===== src/rtl/div_ctrl_pkg.sv =====
// div_ctrl_pkg: shared opcodes, state encodings and bus widths for the EXE-stage divider.
`timescale 1ns/1ps
`default_nettype none
package div_ctrl_pkg;

  localparam int ALUOP_W      = 8;
  localparam int DOUBLE_REG_W = 64;
  localparam int CNT_W        = 6;

  localparam logic [ALUOP_W-1:0] MINIMIPS32_NOP  = 8'h00;
  localparam logic [ALUOP_W-1:0] MINIMIPS32_DIV  = 8'h16;
  localparam logic [ALUOP_W-1:0] MINIMIPS32_DIVU = 8'h17;

  localparam logic [DOUBLE_REG_W-1:0] ZERO_DWORD = '0;

  localparam logic DIV_READY     = 1'b1;
  localparam logic DIV_NOT_READY = 1'b0;

  typedef enum logic [1:0] {
    DIV_FREE   = 2'b00,
    DIV_BYZERO = 2'b01,
    DIV_ON     = 2'b10,
    DIV_END    = 2'b11
  } div_state_e;

endpackage
`default_nettype wire


===== src/rtl/div_step.sv =====
// div_step: one combinational restoring-division iteration on a {remainder, dividend} pair.
`timescale 1ns/1ps
`default_nettype none
module div_step #(
  parameter int WIDTH = 32
) (
  input  logic [2*WIDTH-1:0] acc_in,
  input  logic [WIDTH-1:0]   divisor,
  output logic [2*WIDTH-1:0] acc_out,
  output logic               q_bit
);

  logic [WIDTH:0]   upper;
  logic [WIDTH-1:0] diff;

  // Upper WIDTH+1 bits after the left shift; the difference always fits WIDTH bits when taken.
  assign upper   = acc_in[2*WIDTH-1:WIDTH-1];
  assign q_bit   = (upper >= {1'b0, divisor});
  assign diff    = upper[WIDTH-1:0] - divisor;
  assign acc_out = q_bit ? {diff, acc_in[WIDTH-2:0], 1'b1}
                         : {upper[WIDTH-1:0], acc_in[WIDTH-2:0], 1'b0};

endmodule
`default_nettype wire


===== src/rtl/div_ctrl.sv =====
// div_ctrl: sequencer for the iterative DIV/DIVU unit; stalls EXE and returns {remainder, quotient}.
`timescale 1ns/1ps
`default_nettype none
module div_ctrl
  import div_ctrl_pkg::*;
#(
  parameter int WIDTH = 32
) (
  input  logic                 cpu_clk_50M,
  input  logic                 cpu_rst,
  input  logic [ALUOP_W-1:0]   exe_aluop,
  input  logic [WIDTH-1:0]     exe_src1,
  input  logic [WIDTH-1:0]     exe_src2,
  input  logic                 flush,
  output logic                 stallreq_div,
  output logic                 div_ready,
  output logic [2*WIDTH-1:0]   div_result
);

  localparam logic [WIDTH-1:0] ONE      = WIDTH'(1);
  localparam logic [CNT_W-1:0] LAST_CNT = CNT_W'(WIDTH - 1);

  div_state_e         state;
  logic [CNT_W-1:0]   cnt;
  logic [2*WIDTH-1:0] acc;
  logic [2*WIDTH-1:0] acc_nxt;
  logic [WIDTH-1:0]   divisor;
  logic               neg_q;
  logic               neg_r;
  logic               q_bit;

  logic               start;
  logic               signed_op;
  logic [WIDTH-1:0]   dvd_mag;
  logic [WIDTH-1:0]   dvs_mag;
  logic [WIDTH-1:0]   quo_fix;
  logic [WIDTH-1:0]   rem_fix;

  assign start     = (exe_aluop == MINIMIPS32_DIV) || (exe_aluop == MINIMIPS32_DIVU);
  assign signed_op = (exe_aluop == MINIMIPS32_DIV);

  assign dvd_mag = (signed_op && exe_src1[WIDTH-1]) ? (~exe_src1 + ONE) : exe_src1;
  assign dvs_mag = (signed_op && exe_src2[WIDTH-1]) ? (~exe_src2 + ONE) : exe_src2;

  div_step #(
    .WIDTH   (WIDTH)
  ) u_step (
    .acc_in  (acc),
    .divisor (divisor),
    .acc_out (acc_nxt),
    .q_bit   (q_bit)
  );

  // Sign correction applied to the final step so the result lands registered on entry to END.
  assign quo_fix = neg_q ? (~acc_nxt[WIDTH-1:0] + ONE) : acc_nxt[WIDTH-1:0];
  assign rem_fix = neg_r ? (~acc_nxt[2*WIDTH-1:WIDTH] + ONE) : acc_nxt[2*WIDTH-1:WIDTH];

  // END already carries a stall-free cycle, so the retiring DIV never re-triggers.
  assign stallreq_div = start & (state != DIV_END) & ~cpu_rst;

  always_ff @(posedge cpu_clk_50M or posedge cpu_rst) begin
    if (cpu_rst) begin
      state      <= DIV_FREE;
      cnt        <= '0;
      acc        <= '0;
      divisor    <= '0;
      neg_q      <= 1'b0;
      neg_r      <= 1'b0;
      div_ready  <= DIV_NOT_READY;
      div_result <= '0;
    end else begin
      div_ready <= DIV_NOT_READY;
      if (flush) begin
        state <= DIV_FREE;
      end else begin
        case (state)
          DIV_FREE: begin
            if (start) begin
              if (exe_src2 == '0) begin
                state <= DIV_BYZERO;
              end else begin
                state   <= DIV_ON;
                cnt     <= '0;
                acc     <= {{WIDTH{1'b0}}, dvd_mag};
                divisor <= dvs_mag;
                neg_q   <= signed_op & (exe_src1[WIDTH-1] ^ exe_src2[WIDTH-1]);
                neg_r   <= signed_op & exe_src1[WIDTH-1];
              end
            end
          end
          DIV_BYZERO: begin
            state      <= DIV_END;
            div_result <= '0;
            div_ready  <= DIV_READY;
          end
          DIV_ON: begin
            acc <= acc_nxt;
            cnt <= cnt + CNT_W'(1);
            if (cnt == LAST_CNT) begin
              state      <= DIV_END;
              div_result <= {rem_fix, quo_fix};
              div_ready  <= DIV_READY;
            end
          end
          default: begin
            state <= DIV_FREE;
          end
        endcase
      end
    end
  end

endmodule
`default_nettype wire


===== config.mk =====
export PLATFORM = sky130hd
export DESIGN_NAME = div_ctrl
export DESIGN_NICKNAME = d
export VERILOG_FILES = /design/src/rtl/div_ctrl_pkg.sv /design/src/rtl/div_step.sv /design/src/rtl/div_ctrl.sv
export SDC_FILE = /design/constraint.sdc
export NUM_CORES = 1
export LEC_CHECK = 0
export CORE_MARGIN = 2
export CORE_UTILIZATION = 25
export DETAILED_ROUTE_END_ITERATION = 8
export SYNTH_ARGS = -nofsm -noshare
export SYNTH_HDL_FRONTEND = slang
export SYNTH_SLANG_ARGS = --single-unit

===== constraint.sdc =====
create_clock -name cpu_clk_50M -period 16.2 [get_ports cpu_clk_50M]
set_input_delay 4.86 -clock cpu_clk_50M [delete_from_list [all_inputs] [get_ports cpu_clk_50M]]
set_output_delay 4.86 -clock cpu_clk_50M [all_outputs]
set_load 0.1 [all_outputs]

**M2 wires**

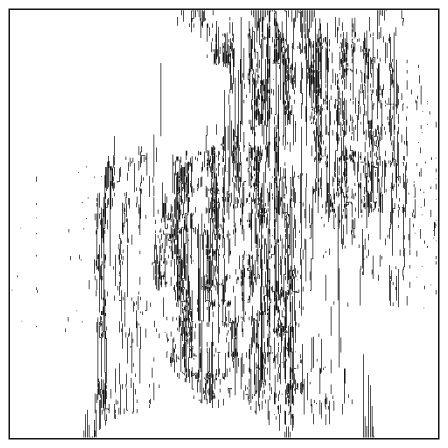
- wire length on this layer: 16,500 um
- longest straight run: 105 um
- nets with wire on the layer: 1,355
- share of all routed wire: 44%
- main direction: vertical

==> out/results.ini <==
[final_layout]
buffers = 149
final_core_utilization_pct = 30.3
design_area_um2 = 14700
largestRegisters = acc (64), div_result (64), divisor (32)
bufAreaShareNonClock_pct = 9.96
biggestCellCategory = combinational gates
drive_gt1_share_pct = 4.13
lay_top_count = nand2_1
num-multi-input-gates = 1229
comb_area_share_pct = 50.1
seq-cell-share_pct = 29.0

[routing]
drt_pass1_iterations = 5
avgRoutedWirePerCell_um = 16.5
wl_met1_mm = 18.4
dr.max_layer_used = met4
met2_wirelength_mm = 16.5
totalWireLength_mm = 37.5

[job]
warnings = 31
max_cap_viol_count = 0

[power_and_ir_drop]
pg_comb_uw = 786
power.total_mw = 1.83
clkPwrFrac_pct = 22.8

[synth]
async_flop_share_pct = 100
top_area_cell = dfrtp_1
ys_top_cells_by_count = nand2_1, o21ai_0, dfrtp_1, a21oi_1, nor2_1
yosys_warnings = 0
synth-adder-area-share_pct = 4.35
ys_cells = 1554
flop_cell = dfrtp_1

[worst_setup_path]
path_delay_family = buffers and inverters
crit_top_cell = clkdlybuf4s50_1
crit_chain = clkdlybuf4s50_1 > nor4b_1 > nand4b_1 > nor3_1 > clkdlybuf4s50_1

[placed_design]
dp_hpwl_mm = 28.4
io_buffers = 140
dpl.cell_count = 2237

[min_path]
min_path_cells = 2
hold_start = div_result[46]$_DFFE_PP0P_

[sta]
whs_ns = 0.475
period_used_pct = 74.7
period_minus_slack_ns = 12.11
slew_violations = 0

[run_status]
status = completed

[global_routing]
gr-total-overflow = 0
grt_pass1_wl_mm = 60.2
grt_util_all_layers_pct = 14.9
antenna_found_initial = 0

[clocking]
hold_buffers = 0
cts_root_buf = clkbuf_16

[die]
core-area_um2 = 48600
die_w_um = 225

**Selected gate families**

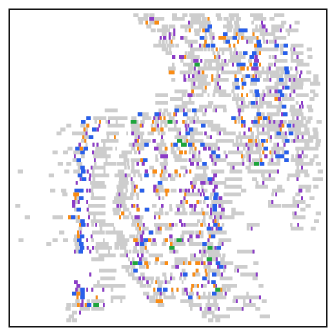
- green: multiplexers (cells 13; most used mux2i_1)
- orange: NOR gates (cells 161; most used nor2_1)
- purple: NAND gates (cells 335; most used nand2_1)
- blue: XOR/XNOR gates (cells 130; most used xor2_1; where spread over the die)

